## src/rtl/score_digits_display_if.sv

```systemverilog
// Pixel/score bus between the pong overlay timing logic and the score digit renderer.
interface score_digits_display_if #(
    parameter int SCORE_W = 7
) ();
    logic               frame_start;
    logic [SCORE_W-1:0] score;
    logic [10:0]        x;
    logic [10:0]        y;
    logic [11:0]        rgb;
    logic               busy;

    modport master (output frame_start, score, x, y, input rgb, busy);
    modport slave  (input frame_start, score, x, y, output rgb, busy);
endinterface

```

## src/rtl/score_digits_display.sv

```systemverilog
// Multi-digit seven-segment score overlay: per-frame latch, sequential double-dabble, 2-stage pixel path.
// Optional blink after a score change is enabled by defining SCORE_BLINK_EN.
module score_digits_display #(
    parameter int          XLOC         = 100,
    parameter int          YLOC         = 100,
    parameter int          DIGITS       = 2,
    parameter int          SEG_LEN      = 20,
    parameter int          SEG_W        = 4,
    parameter int          DIGIT_GAP    = 10,
    parameter int          SCORE_W      = 7,
    parameter logic [11:0] COLOR        = 12'hFFF,
    parameter int          BLINK_FRAMES = 60
) (
    input logic                   clk,
    input logic                   rst_n,
    score_digits_display_if.slave bus
);
    localparam int BW   = 4 * DIGITS;
    localparam int CW   = (SCORE_W > 1) ? $clog2(SCORE_W) : 1;
    localparam int MAXV = 10 ** DIGITS - 1;

    localparam logic [10:0] L_SW   = 11'(SEG_W);
    localparam logic [10:0] L_SL   = 11'(SEG_LEN);
    localparam logic [10:0] L_DW   = 11'(2 * SEG_W + SEG_LEN);
    localparam logic [10:0] L_DH   = 11'(3 * SEG_W + 2 * SEG_LEN);
    localparam logic [10:0] L_YLOC = 11'(YLOC);

    typedef enum logic [1:0] {S_IDLE, S_CONV, S_COMMIT} state_t;

    state_t             state_q, state_d;
    logic [CW-1:0]      cnt_q;
    logic [SCORE_W-1:0] shadow_q, score_sat;
    logic [BW-1:0]      bcd_q, bcd_adj, digits_q;
    logic               load, shift, commit;
    logic               blank;

    assign score_sat = (32'(bus.score) > 32'(MAXV)) ? SCORE_W'(MAXV) : bus.score;

    // A new frame_start always wins, even mid-conversion: the stale result is dropped.
    always_comb begin
        state_d = state_q;
        load    = 1'b0;
        shift   = 1'b0;
        commit  = 1'b0;
        case (state_q)
            S_IDLE:   ;
            S_CONV: begin
                shift = 1'b1;
                if (cnt_q == '0) state_d = S_COMMIT;
            end
            S_COMMIT: begin
                commit  = 1'b1;
                state_d = S_IDLE;
            end
            default:  state_d = S_IDLE;
        endcase
        if (bus.frame_start) begin
            load    = 1'b1;
            shift   = 1'b0;
            state_d = S_CONV;
        end
    end

    always_comb begin
        bcd_adj = bcd_q;
        for (int k = 0; k < DIGITS; k++) begin
            if (bcd_adj[4*k +: 4] >= 4'd5) bcd_adj[4*k +: 4] = bcd_adj[4*k +: 4] + 4'd3;
        end
    end

    always_ff @(posedge clk or negedge rst_n) begin
        if (!rst_n) begin
            state_q  <= S_IDLE;
            cnt_q    <= '0;
            shadow_q <= '0;
            bcd_q    <= '0;
            digits_q <= '0;
        end else begin
            state_q <= state_d;
            if (load) begin
                shadow_q <= score_sat;
                bcd_q    <= '0;
                cnt_q    <= CW'(SCORE_W - 1);
            end else if (shift) begin
                shadow_q <= shadow_q << 1;
                bcd_q    <= {bcd_adj[BW-2:0], shadow_q[SCORE_W-1]};
                cnt_q    <= cnt_q - 1'b1;
            end
            if (commit) digits_q <= bcd_q;
        end
    end

    assign bus.busy = (state_q == S_CONV);

`ifdef SCORE_BLINK_EN
    localparam int BKW = ($clog2(BLINK_FRAMES + 1) < 4) ? 4 : $clog2(BLINK_FRAMES + 1);
    logic [BKW-1:0] blink_q;

    always_ff @(posedge clk or negedge rst_n) begin
        if (!rst_n) begin
            blink_q <= '0;
        end else if (commit && (bcd_q != digits_q)) begin
            blink_q <= BKW'(BLINK_FRAMES);
        end else if (bus.frame_start && (blink_q != '0)) begin
            blink_q <= blink_q - 1'b1;
        end
    end

    assign blank = (blink_q != '0) && blink_q[3];
`else
    assign blank = 1'b0;
`endif

    // Stage 1: locate the digit box under (x,y) and which segment areas it covers.
    logic [10:0] rx, ry, org;
    logic        in_y, hit, hx, lv, rv, up, lo;
    logic [1:0]  idx_d, idx_q;
    logic [6:0]  seg_d, seg_q;

    always_comb begin
        ry    = bus.y - L_YLOC;
        in_y  = (bus.y >= L_YLOC) && (ry < L_DH);
        rx    = '0;
        hit   = 1'b0;
        idx_d = '0;
        org   = '0;
        for (int i = 0; i < DIGITS; i++) begin
            org = 11'(XLOC + i * (2 * SEG_W + SEG_LEN + DIGIT_GAP));
            if (in_y && (bus.x >= org) && ((bus.x - org) < L_DW)) begin
                hit   = 1'b1;
                idx_d = 2'(i);
                rx    = bus.x - org;
            end
        end
        hx = (rx >= L_SW) && (rx < L_SW + L_SL);
        lv = (rx < L_SW);
        rv = (rx >= L_SW + L_SL) && (rx < L_DW);
        up = (ry >= L_SW) && (ry < L_SW + L_SL);
        lo = (ry >= 2 * L_SW + L_SL) && (ry < 2 * L_SW + 2 * L_SL);
        seg_d = '0;
        if (hit) begin
            seg_d[0] = hx && (ry < L_SW);
            seg_d[1] = rv && up;
            seg_d[2] = rv && lo;
            seg_d[3] = hx && (ry >= 2 * L_SW + 2 * L_SL);
            seg_d[4] = lv && lo;
            seg_d[5] = lv && up;
            seg_d[6] = hx && (ry >= L_SW + L_SL) && (ry < 2 * L_SW + L_SL);
        end
    end

    // Stage 2: digit 0 is the most significant nibble; segment bit order is g..a.
    logic [3:0]  cur;
    logic [6:0]  mask;
    logic [11:0] rgb_q;

    always_comb begin
        cur = '0;
        for (int i = 0; i < DIGITS; i++) begin
            if (idx_q == 2'(i)) cur = digits_q[4*(DIGITS-1-i) +: 4];
        end
        case (cur)
            4'd0:    mask = 7'h3F;
            4'd1:    mask = 7'h06;
            4'd2:    mask = 7'h5B;
            4'd3:    mask = 7'h4F;
            4'd4:    mask = 7'h66;
            4'd5:    mask = 7'h6D;
            4'd6:    mask = 7'h7D;
            4'd7:    mask = 7'h07;
            4'd8:    mask = 7'h7F;
            4'd9:    mask = 7'h6F;
            default: mask = 7'h00;
        endcase
    end

    always_ff @(posedge clk or negedge rst_n) begin
        if (!rst_n) begin
            idx_q <= '0;
            seg_q <= '0;
            rgb_q <= '0;
        end else begin
            idx_q <= idx_d;
            seg_q <= seg_d;
            rgb_q <= ((|(seg_q & mask)) && !blank) ? COLOR : 12'h000;
        end
    end

    assign bus.rgb = rgb_q;
endmodule

```

## src/flat_wrapper.sv

```systemverilog
// flat-port wrapper written by rule: the top's interface ports become plain ports
module score_digits_display_flat 
#(
    parameter int          XLOC         = 100,
    parameter int          YLOC         = 100,
    parameter int          DIGITS       = 2,
    parameter int          SEG_LEN      = 20,
    parameter int          SEG_W        = 4,
    parameter int          DIGIT_GAP    = 10,
    parameter int          SCORE_W      = 7,
    parameter logic [11:0] COLOR        = 12'hFFF,
    parameter int          BLINK_FRAMES = 60
)
  (clk, rst_n, bus_frame_start, bus_score, bus_x, bus_y, bus_rgb, bus_busy);
  score_digits_display_if #(.SCORE_W(SCORE_W)) bus_i ();
  input logic clk;
  input logic rst_n;
  input wire logic [$bits(bus_i.frame_start)-1:0] bus_frame_start;
  input wire logic [$bits(bus_i.score)-1:0] bus_score;
  input wire logic [$bits(bus_i.x)-1:0] bus_x;
  input wire logic [$bits(bus_i.y)-1:0] bus_y;
  output wire logic [$bits(bus_i.rgb)-1:0] bus_rgb;
  output wire logic [$bits(bus_i.busy)-1:0] bus_busy;
  assign bus_i.frame_start = bus_frame_start;
  assign bus_i.score = bus_score;
  assign bus_i.x = bus_x;
  assign bus_i.y = bus_y;
  assign bus_rgb = bus_i.rgb;
  assign bus_busy = bus_i.busy;
  score_digits_display #(.XLOC(XLOC), .YLOC(YLOC), .DIGITS(DIGITS), .SEG_LEN(SEG_LEN), .SEG_W(SEG_W), .DIGIT_GAP(DIGIT_GAP), .SCORE_W(SCORE_W), .COLOR(COLOR), .BLINK_FRAMES(BLINK_FRAMES)) u_core (.clk(clk), .rst_n(rst_n), .bus(bus_i));
endmodule
```

## config.mk

```make
export PLATFORM = sky130hd
export DESIGN_NAME = score_digits_display_flat
export DESIGN_NICKNAME = d
export VERILOG_FILES = /design/src/rtl/score_digits_display_if.sv /design/src/rtl/score_digits_display.sv /design/src/flat_wrapper.sv
export SDC_FILE = /design/constraint.sdc
export NUM_CORES = 1
export LEC_CHECK = 0
export ABC_AREA = 1
export CAP_MARGIN = 15
export CORE_MARGIN = 5
export CORE_UTILIZATION = 45
export CTS_BUF_LIST = sky130_fd_sc_hd__clkbuf_4 sky130_fd_sc_hd__clkbuf_8 sky130_fd_sc_hd__clkbuf_16
export CTS_CLUSTER_DIAMETER = 150
export DETAILED_ROUTE_END_ITERATION = 16
export PLACE_DENSITY_LB_ADDON = 0.25
export SETUP_SLACK_MARGIN = 0.3
export SLEW_MARGIN = 20
export SYNTH_ARGS = -nofsm -noshare
export SYNTH_HDL_FRONTEND = slang
export SYNTH_SLANG_ARGS = --single-unit
```

## constraint.sdc

```tcl
create_clock -name clk -period 1.9 [get_ports clk]
set_input_delay 0.475 -clock clk [delete_from_list [all_inputs] [get_ports clk]]
set_output_delay 0.475 -clock clk [all_outputs]
set_load 0.02 [all_outputs]
```

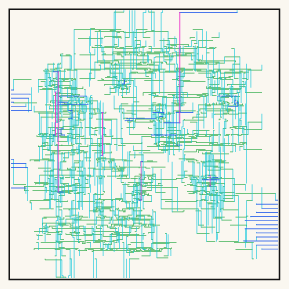
**Above:** run 1 (metal layers overlaid).
(3 px per um)
[M3] blue | wire length: 253 um
[M4] magenta | wire length: 122 um
[M1] green | wire length: 2980 um
[M2] cyan | wire length: 3400 um
post-detailed-route wirelength per cell: 11.6 um
total via count in the routed design: 2888
overall fraction of global-route tracks in use: 0.170

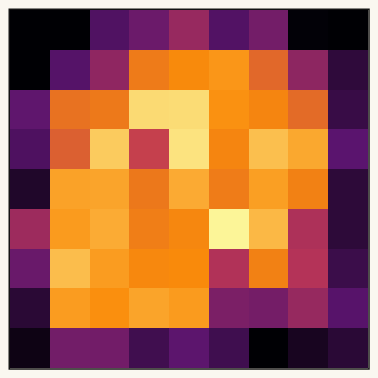
**Above:** run 1 (cell area per tile).
(4 px per um) 9 x 9 tiles, from black (low) to pale yellow (high), 0 to 100% covered.
densest ninth of the die: center
nearly empty tiles: 7.4%
mean over tiles: 49%
fullest tile: 98%
standard cell core area: 6240 um2
utilization after layout: 0.645
fp_density: 0.457

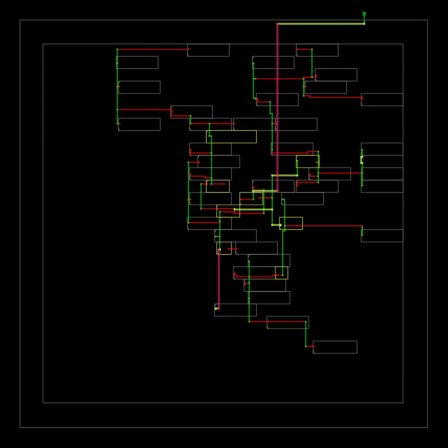
**Above:** run 1 (clock routing).
total clock sinks: 37
Seq cells: 37
clock network power consumption: 683 uW
clock buffer count from CTS: 5

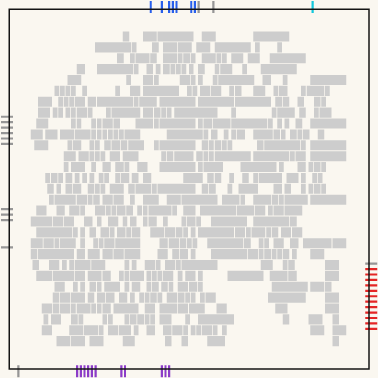
**Above:** run 1 (pin placement).
(4 px per um) Pins as bars across the die edge, other pins in gray.
[`bus_y`] purple | pins: 11 | direction: input | edge: bottom
[`bus_rgb`] red | pins: 12 | direction: output | edge: right
[`bus_score`] blue | pins: 7 | direction: input | edge: top
[`clk`] cyan | pins: 1 | direction: input | edge: top
all pins by edge: 13 right, 12 bottom, 10 top, 10 left
number of buffer cells added on primary ports: 43
vertical die dimension: 89.6 um
die span in x: 89.6 um

==> results.rst, run 1 <==
Physical design figures
=======================

.. list-table::
   :header-rows: 1

   * - Metric
     - Value
   * - Clock Power Share
     - 0.291
   * - Multi-input gates
     - 294
   * - Synth Area in Simple Gates
     - 0.330
   * - Yosys aoi share
     - 0.124
   * - Overflow left after global routing
     - 0
   * - Reg2Reg Depth
     - 10
   * - Wire length after detailed routing
     - between 6 and 7 mm
   * - Count of placed standard cells including taps
     - 565
   * - Number of cells on the worst hold path
     - 2
   * - Failing checks
     - setup timing
   * - Maximum fanout along the worst path
     - 5
   * - # Post-CTS Setup Buffers
     - 7
   * - Arrival time of data at the critical path endpoint
     - 2.09 ns
   * - Count of different cell masters after synthesis
     - 31
   * - First-pass iteration count of the detailed router
     - 4
   * - Final hold violations
     - 0
   * - Routability-driven placement congestion ratio
     - 0.894
   * - Startpoint of the most critical hold path
     - u_core.shadow_q[0]$_DFFE_PN0P_
   * - Final period util
     - 1.01
   * - Sequential fraction of the synthesis area
     - 0.325
   * - Outcome
     - finished with violations
   * - Stage-log warning count
     - 40
   * - Most frequent CP cell
     - nand2_2
   * - Met2 Routed Length
     - roughly 3.4 mm
   * - Combinational share of power
     - 0.318
   * - Commonest register cell after synthesis
     - dfrtp_1
   * - Crit start category
     - input pin
   * - Final-report setup violation count
     - 3
   * - Maximum single-stage delay on the critical path
     - 0.21 ns
   * - Destination of the critical timing path
     - u_core.seg_q[6]$_DFF_PN0_
   * - Leakage
     - 0.00199 uW
   * - Mean area per synthesized cell
     - 6.79 um2
   * - Clock Skews
     - 0.00928 ns
   * - Flip-flops with a built-in enable
     - 0
   * - Count of state elements after synthesis
     - 37
   * - Post-synthesis instance total
     - 420
   * - Critical R2R Launch
     - u_core.idx_q[0]$_DFF_PN0_
   * - Fraction of cell area in non-clock buffers
     - 0.203
   * - Combinational-cell power consumption
     - approximately 750 uW
   * - Maximum ir drop on the vdd rail
     - 0.000452 V
   * - Cell family with the largest share of critical-path delay
     - simple AND/OR/NAND/NOR gates
   * - CTS Root Buffer Type
     - clkbuf_8
   * - Diode insertion count for antenna repair
     - 0
   * - Share of the synthesized area in the top cell type
     - 0.325
   * - Wl on met1
     - roughly 3 mm
   * - Most used standard cell by instance count after synthesis
     - nand2_1
   * - Chip Footprint
     - 8030 um2
   * - Series of cell instances along the critical path
     - buf_8 > clkinvlp_4 > ha_4 > inv_2 > nand2_4 > nand2_4 > nand2_1 > nand2_1 > nand2_2 > inv_2 > nand2_2 > nor2_4 > nand3_4 > nand2_2 > nand2_2 > nand2_1 > nand3_2 > nand2_2 > nor2_1
   * - Gates resized, CTS repair
     - slightly above 90
   * - Non-clock buffers
     - 95
   * - Met2 routing resource usage after global routing
     - 0.303
   * - Post-route ant nets
     - 0
   * - Top Consumer
     - sequential cells
   * - Net count after synthesis
     - 470
   * - Cell-internal power
     - 1590 uW
   * - Placement-stage cell area
     - 3630 um2
   * - Area figure in the yosys stat output
     - 2850 um2
   * - Relative max-transition margin
     - 0.710
   * - Number of non-filler instances in the completed layout
     - 584
   * - Final net count
     - 556
   * - Met3 Routed Length
     - ~250 um
   * - Via count of the first global-routing pass
     - approximately 2700
   * - Maximum capacitance violations
     - 0
   * - FP Rows
     - 29
   * - Drt via density
     - 4.95
   * - Worst min-delay path class
     - register to register
   * - Maximum clock frequency
     - approximately 520 MHz
   * - Top cell class by occupied area
     - logic gates
   * - Accumulated negative setup slack
     - -0.0347 ns
   * - Met3 demand-to-capacity share in global routing
     - 0.0237
   * - Sequential group share of total power
     - 0.391
   * - Final worst-path setup slack
     - -0.0160 ns
   * - Worst R2R Setup Slack
     - ~0.21 ns
   * - Cell total in the yosys stat output
     - 420
   * - Combinational gate area
     - 1790 um2
   * - Min Clock Period, post-route
     - approximately 1.9 ns
   * - First element of the critical path
     - bus_x[2]
   * - Hold worst-path end
     - u_core.shadow_q[0]$_DFFE_PN0P_
   * - Post-cts hold buffer count
     - 0
   * - Synthesis-to-layout area growth
     - 41.3%
   * - Hold Worst Slack
     - about 0.48 ns
==> run 1 -> run 2 <==
--- a/config.mk
+++ b/config.mk
@@ -12,6 +12,7 @@
 export CTS_BUF_LIST = sky130_fd_sc_hd__clkbuf_4 sky130_fd_sc_hd__clkbuf_8 sky130_fd_sc_hd__clkbuf_16
 export CTS_CLUSTER_DIAMETER = 150
 export DETAILED_ROUTE_END_ITERATION = 16
+export HOLD_SLACK_MARGIN = 0.03
 export PLACE_DENSITY_LB_ADDON = 0.25
 export SETUP_SLACK_MARGIN = 0.3
 export SLEW_MARGIN = 20
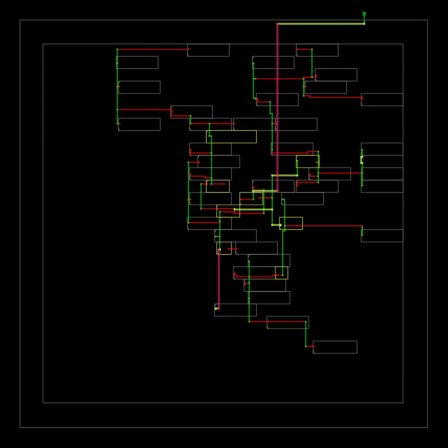
**Above:** run 2 (clock routing).
clock latency of the later-clocked register in the worst-skew pair: 0.28 ns
Clock Skews: 0.00928 ns
tally of clock buffers in the finished layout: 5

==> run 2 against run 1 <==
The flow still finishes with violations (setup timing). Critical endpoint unchanged. First-iteration DRC count did not move. Register-to-register slack barely moved. Routed wire length did not move. Die size did not move. Total power did not move. Clock power barely moved. Synthesized cell count did not move.
==> results.rst, run 2 <==
Physical design figures
=======================

.. list-table::
   :header-rows: 1

   * - Metric
     - Value
   * - Mean area per synthesized cell
     - 6.79 um2 (unchanged)
   * - Series of cell instances along the critical path
     - buf_8 > clkinvlp_4 > ha_4 > inv_2 > nand2_4 > nand2_4 > nand2_1 > nand2_1 > nand2_2 > inv_2 > nand2_2 > nor2_4 > nand3_4 > nand2_2 > nand2_2 > nand2_1 > nand3_2 > nand2_2 > nor2_1
   * - Leakage
     - 0.00199 uW (unchanged)
   * - Net count after synthesis
     - 470 (unchanged)
   * - Utilization after layout
     - 0.645 (unchanged)
   * - Yosys aoi share
     - 0.124 (unchanged)
   * - # Post-CTS Setup Buffers
     - 7 (unchanged)
   * - Crit start category
     - input pin
   * - First-pass iteration count of the detailed router
     - 4 (unchanged)
   * - Min Clock Period, post-route
     - 1.92 ns (unchanged)
   * - Total via count in the routed design
     - 2888 (unchanged)
   * - Fp_density
     - 0.457 (unchanged)
   * - Post-cts hold buffer count
     - 0 (unchanged)
   * - Drt via density
     - 4.95 (unchanged)
   * - Hold Worst Slack
     - 0.483 ns (unchanged)
   * - Maximum ir drop on the vdd rail
     - 0.000452 V (unchanged)
   * - Outcome
     - finished with violations
   * - Combinational share of power
     - 0.318 (about the same)
   * - Met2 routing resource usage after global routing
     - 0.303 (unchanged)
   * - Post-route ant nets
     - 0 (unchanged)
   * - Startpoint of the most critical hold path
     - u_core.shadow_q[0]$_DFFE_PN0P_
   * - Post-synthesis instance total
     - 420 (unchanged)
   * - Failing checks
     - setup timing
   * - Maximum single-stage delay on the critical path
     - 0.21 ns (about the same)
   * - Fraction of cell area in non-clock buffers
     - 0.203 (unchanged)
   * - Placement-stage cell area
     - 3630 um2 (unchanged)
   * - First element of the critical path
     - bus_x[2]
   * - Non-clock buffers
     - 95 (unchanged)
   * - Gates resized, CTS repair
     - 92 (unchanged)
   * - Cell-internal power
     - 1590 uW (unchanged)
   * - Top cell class by occupied area
     - logic gates
   * - Critical R2R Launch
     - u_core.idx_q[0]$_DFF_PN0_
   * - Combinational-cell power consumption
     - 748 uW (about the same)
   * - Number of buffer cells added on primary ports
     - 43 (unchanged)
   * - Clock buffer count from CTS
     - 5 (unchanged)
   * - Flip-flops with a built-in enable
     - 0 (unchanged)
   * - Reg2Reg Depth
     - 10 (unchanged)
   * - Cell total in the yosys stat output
     - 420 (unchanged)
   * - Combinational gate area
     - 1790 um2 (unchanged)
   * - Overall fraction of global-route tracks in use
     - 0.170 (unchanged)
   * - Hold worst-path end
     - u_core.shadow_q[0]$_DFFE_PN0P_
   * - Cell family with the largest share of critical-path delay
     - simple AND/OR/NAND/NOR gates
   * - Final-report setup violation count
     - 3 (unchanged)
   * - Chip Footprint
     - 8030 um2 (unchanged)
   * - Area figure in the yosys stat output
     - 2850 um2 (unchanged)
   * - Seq cells
     - 37 (unchanged)
   * - Diode insertion count for antenna repair
     - 0 (unchanged)
   * - Maximum clock frequency
     - 522 MHz (unchanged)
   * - Met3 demand-to-capacity share in global routing
     - 0.0237 (unchanged)
   * - Accumulated negative setup slack
     - -0.0347 ns (unchanged)
   * - Multi-input gates
     - 294 (unchanged)
   * - Final hold violations
     - 0 (unchanged)
   * - Sequential fraction of the synthesis area
     - 0.325 (unchanged)
   * - Count of placed standard cells including taps
     - 565 (unchanged)
   * - FP Rows
     - 29 (unchanged)
   * - Sequential group share of total power
     - 0.391 (about the same)
   * - Commonest register cell after synthesis
     - dfrtp_1
   * - Die span in x
     - 89.6 um (unchanged)
   * - Final net count
     - 556 (unchanged)
   * - Wire length after detailed routing
     - 6.76 mm (unchanged)
   * - Destination of the critical timing path
     - u_core.seg_q[6]$_DFF_PN0_
   * - Share of the synthesized area in the top cell type
     - 0.325 (unchanged)
   * - Final period util
     - 1.01 (unchanged)
   * - Via count of the first global-routing pass
     - 2744 (unchanged)
   * - Most used standard cell by instance count after synthesis
     - nand2_1
   * - Stage-log warning count
     - 40 (unchanged)
   * - Count of state elements after synthesis
     - 37 (unchanged)
   * - Final worst-path setup slack
     - -0.0160 ns (unchanged)
   * - Clock network power consumption
     - 683 uW (about the same)
   * - Met3 Routed Length
     - 252 um (unchanged)
   * - Worst min-delay path class
     - register to register
   * - Worst R2R Setup Slack
     - 0.21 ns (about the same)
   * - Relative max-transition margin
     - 0.710 (unchanged)
**Run 2: cell classes on the final placement**

(3 px per um)
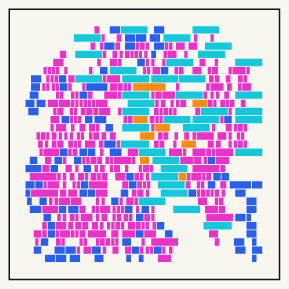

==> run 2 -> run 3 <==
--- a/config.mk
+++ b/config.mk
@@ -7,6 +7,7 @@
 export LEC_CHECK = 0
 export ABC_AREA = 1
 export CAP_MARGIN = 15
+export CORE_ASPECT_RATIO = 1.4
 export CORE_MARGIN = 5
 export CORE_UTILIZATION = 45
 export CTS_BUF_LIST = sky130_fd_sc_hd__clkbuf_4 sky130_fd_sc_hd__clkbuf_8 sky130_fd_sc_hd__clkbuf_16
@@ -15,7 +16,7 @@
 export HOLD_SLACK_MARGIN = 0.03
 export PLACE_DENSITY_LB_ADDON = 0.25
 export SETUP_SLACK_MARGIN = 0.3
-export SLEW_MARGIN = 20
+export SLEW_MARGIN = 0
 export SYNTH_ARGS = -nofsm -noshare
 export SYNTH_HDL_FRONTEND = slang
 export SYNTH_SLANG_ARGS = --single-unit
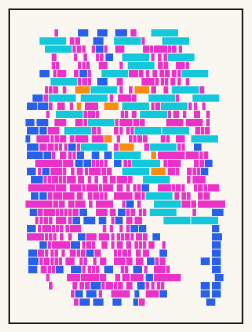
**Above:** run 3 (cell classes on the final placement).
(3 px per um)
[sequential cells] cyan | cells: 37 | share of their area: 24%
[clock drivers and dummy loads] orange | cells: 8 | share of their area: 2.2%
[remaining buffers and delay cells] blue | cells: 86 | share of their area: 19%
[remaining logic cells] magenta | cells: 367 | share of their area: 55%
standard cell core area: 6210 um2
proportion of cell area occupied by registers: 0.232

==> run 3 against run 2 <==
Non-clock buffer count fell by 9. The flow still finishes with violations (setup timing). Count of clock-buffer cells in the layout did not move. Clock skew rose by 0.00064 ns. Flip-flop count did not move.
==> results.rst, run 3 <==
Physical design figures
=======================

.. list-table::
   :header-rows: 1

   * - Metric
     - Value
   * - Outcome
     - finished with violations
   * - Failing checks
     - setup timing
   * - Overall fraction of global-route tracks in use
     - 0.163 (-0.00638)
   * - Min Clock Period, post-route
     - 1.93 ns (+0.0189 ns)
   * - Maximum clock frequency
     - 517 MHz (-0.98%)
   * - Wire length after detailed routing
     - 6.53 mm (-3.4%)
   * - Met2 routing resource usage after global routing
     - 0.306 (+0.00283)
   * - Post-synthesis instance total
     - 420 (unchanged)
   * - Fraction of cell area in non-clock buffers
     - 0.184 (-0.0188)
   * - Combinational gate area
     - 1870 um2 (+4.3%)
   * - Clock Skews
     - 0.00992 ns (+0.000641 ns)
   * - Area figure in the yosys stat output
     - 2850 um2 (unchanged)
   * - Stage-log warning count
     - 40 (unchanged)
   * - Accumulated negative setup slack
     - -0.114 ns (-0.0788 ns)
   * - Combinational-cell power consumption
     - 745 uW (about the same)
   * - Critical path buffers and inverters
     - 4
   * - Count of state elements after synthesis
     - 37 (unchanged)
   * - Crit start category
     - input pin
   * - First-pass iteration count of the detailed router
     - 4 (unchanged)
   * - Final net count
     - 547 (-1.6%)
   * - Combinational share of power
     - 0.341 (+0.023)
   * - Post-route ant nets
     - 0 (unchanged)
   * - Maximum single-stage delay on the critical path
     - 0.23 ns (+0.02 ns)
   * - Die span in x
     - 77.3 um (-14%)
   * - Final period util
     - 1.02 (+0.00994)
   * - Most frequent CP cell
     - nand2_2
   * - Drt via density
     - 5.03 (+1.7%)
   * - Mean area per synthesized cell
     - 6.79 um2 (unchanged)
   * - FP Rows
     - 34 (+17%)
   * - Hold worst-path end
     - u_core.digits_q[7]$_DFFE_PN0N_
   * - IO Pins
     - approximately 45
   * - Cell family with the largest share of critical-path delay
     - simple AND/OR/NAND/NOR gates
   * - Clock buffer count from CTS
     - 5 (unchanged)
   * - Sequential group share of total power
     - 0.418 (+0.027)
   * - CTS tree
     - yes
   * - Worst R2R Setup Slack
     - 0.27 ns (+0.06 ns)
   * - Diode insertion count for antenna repair
     - 0 (unchanged)
   * - Utilization after layout
     - 0.644 (-0.00171)
   * - Total clock sinks
     - 37
   * - Series of cell instances along the critical path
     - clkdlybuf4s15_2 > inv_2 > ha_4 > inv_4 > nand2_4 > nand2_4 > nand2_2 > nand3_2 > nor2_4 > buf_6 > nand2_2 > a21oi_4 > nand4_1 > nand2_2 > nor2_1
   * - Leakage
     - 0.00199 uW (+0.14%)
   * - Layer with the highest usage after global routing
     - met2
   * - Final worst-path setup slack
     - -0.0348 ns (-0.0189 ns)
   * - Hold Worst Slack
     - 0.492 ns (+0.00915 ns)
   * - Tally of clock buffers in the finished layout
     - 5 (unchanged)
   * - Worst setup timing slack at the placement stage
     - -0.803 ns
   * - Chip Footprint
     - 8050 um2 (+0.28%)
   * - Post-cts hold buffer count
     - 0 (unchanged)
   * - Count of placed standard cells including taps
     - 555 (-1.8%)
   * - Maximum ir drop on the vdd rail
     - 0.000428 V (-5.3%)
   * - Via count of the first global-routing pass
     - 2791 (+1.7%)
   * - Startpoint of the most critical hold path
     - u_core.digits_q[7]$_DFFE_PN0N_
   * - Seq cells
     - 37 (unchanged)
   * - Cell total in the yosys stat output
     - 420 (unchanged)
   * - Top cell class by occupied area
     - logic gates
   * - Total via count in the routed design
     - 2867 (-0.73%)
   * - Non-clock buffers
     - 86 (-9.5%)
   * - Most used standard cell by instance count after synthesis
     - nand2_1
   * - Final-report setup violation count
     - 4 (+1)
   * - Number of buffer cells added on primary ports
     - 43 (unchanged)
   * - Flip-flops with a built-in enable
     - 0 (unchanged)
   * - Multi-input gates
     - 294 (unchanged)
   * - Final hold violations
     - 0 (unchanged)
   * - # Post-CTS Setup Buffers
     - 4 (-3)
   * - Post-synth design cell area
     - ~2900 um2
   * - Destination of the critical timing path
     - u_core.seg_q[3]$_DFF_PN0_
   * - First element of the critical path
     - bus_x[1]
   * - Met3 demand-to-capacity share in global routing
     - 0.0260 (+0.00227)
   * - Net count after synthesis
     - 470 (unchanged)
   * - Wire length of the first global-routing pass
     - around 11 mm
   * - Commonest register cell after synthesis
     - dfrtp_1
   * - Cell-internal power
     - 1440 uW (-9.3%)
   * - Fp_density
     - 0.459 (+0.00221)
   * - Met3 Routed Length
     - 218 um (-13%)
   * - Worst min-delay path class
     - register to register
   * - Sequential fraction of the synthesis area
     - 0.325 (unchanged)
   * - Share of the synthesized area in the top cell type
     - 0.325 (unchanged)
   * - Gates resized, CTS repair
     - 117 (+27%)
   * - Placement-stage cell area
     - 3560 um2 (-1.9%)
   * - Reg2Reg Depth
     - 10 (unchanged)
   * - Critical R2R Launch
     - u_core.idx_q[0]$_DFF_PN0_
No activity file was given, so power comes from the tool's default toggle rates.
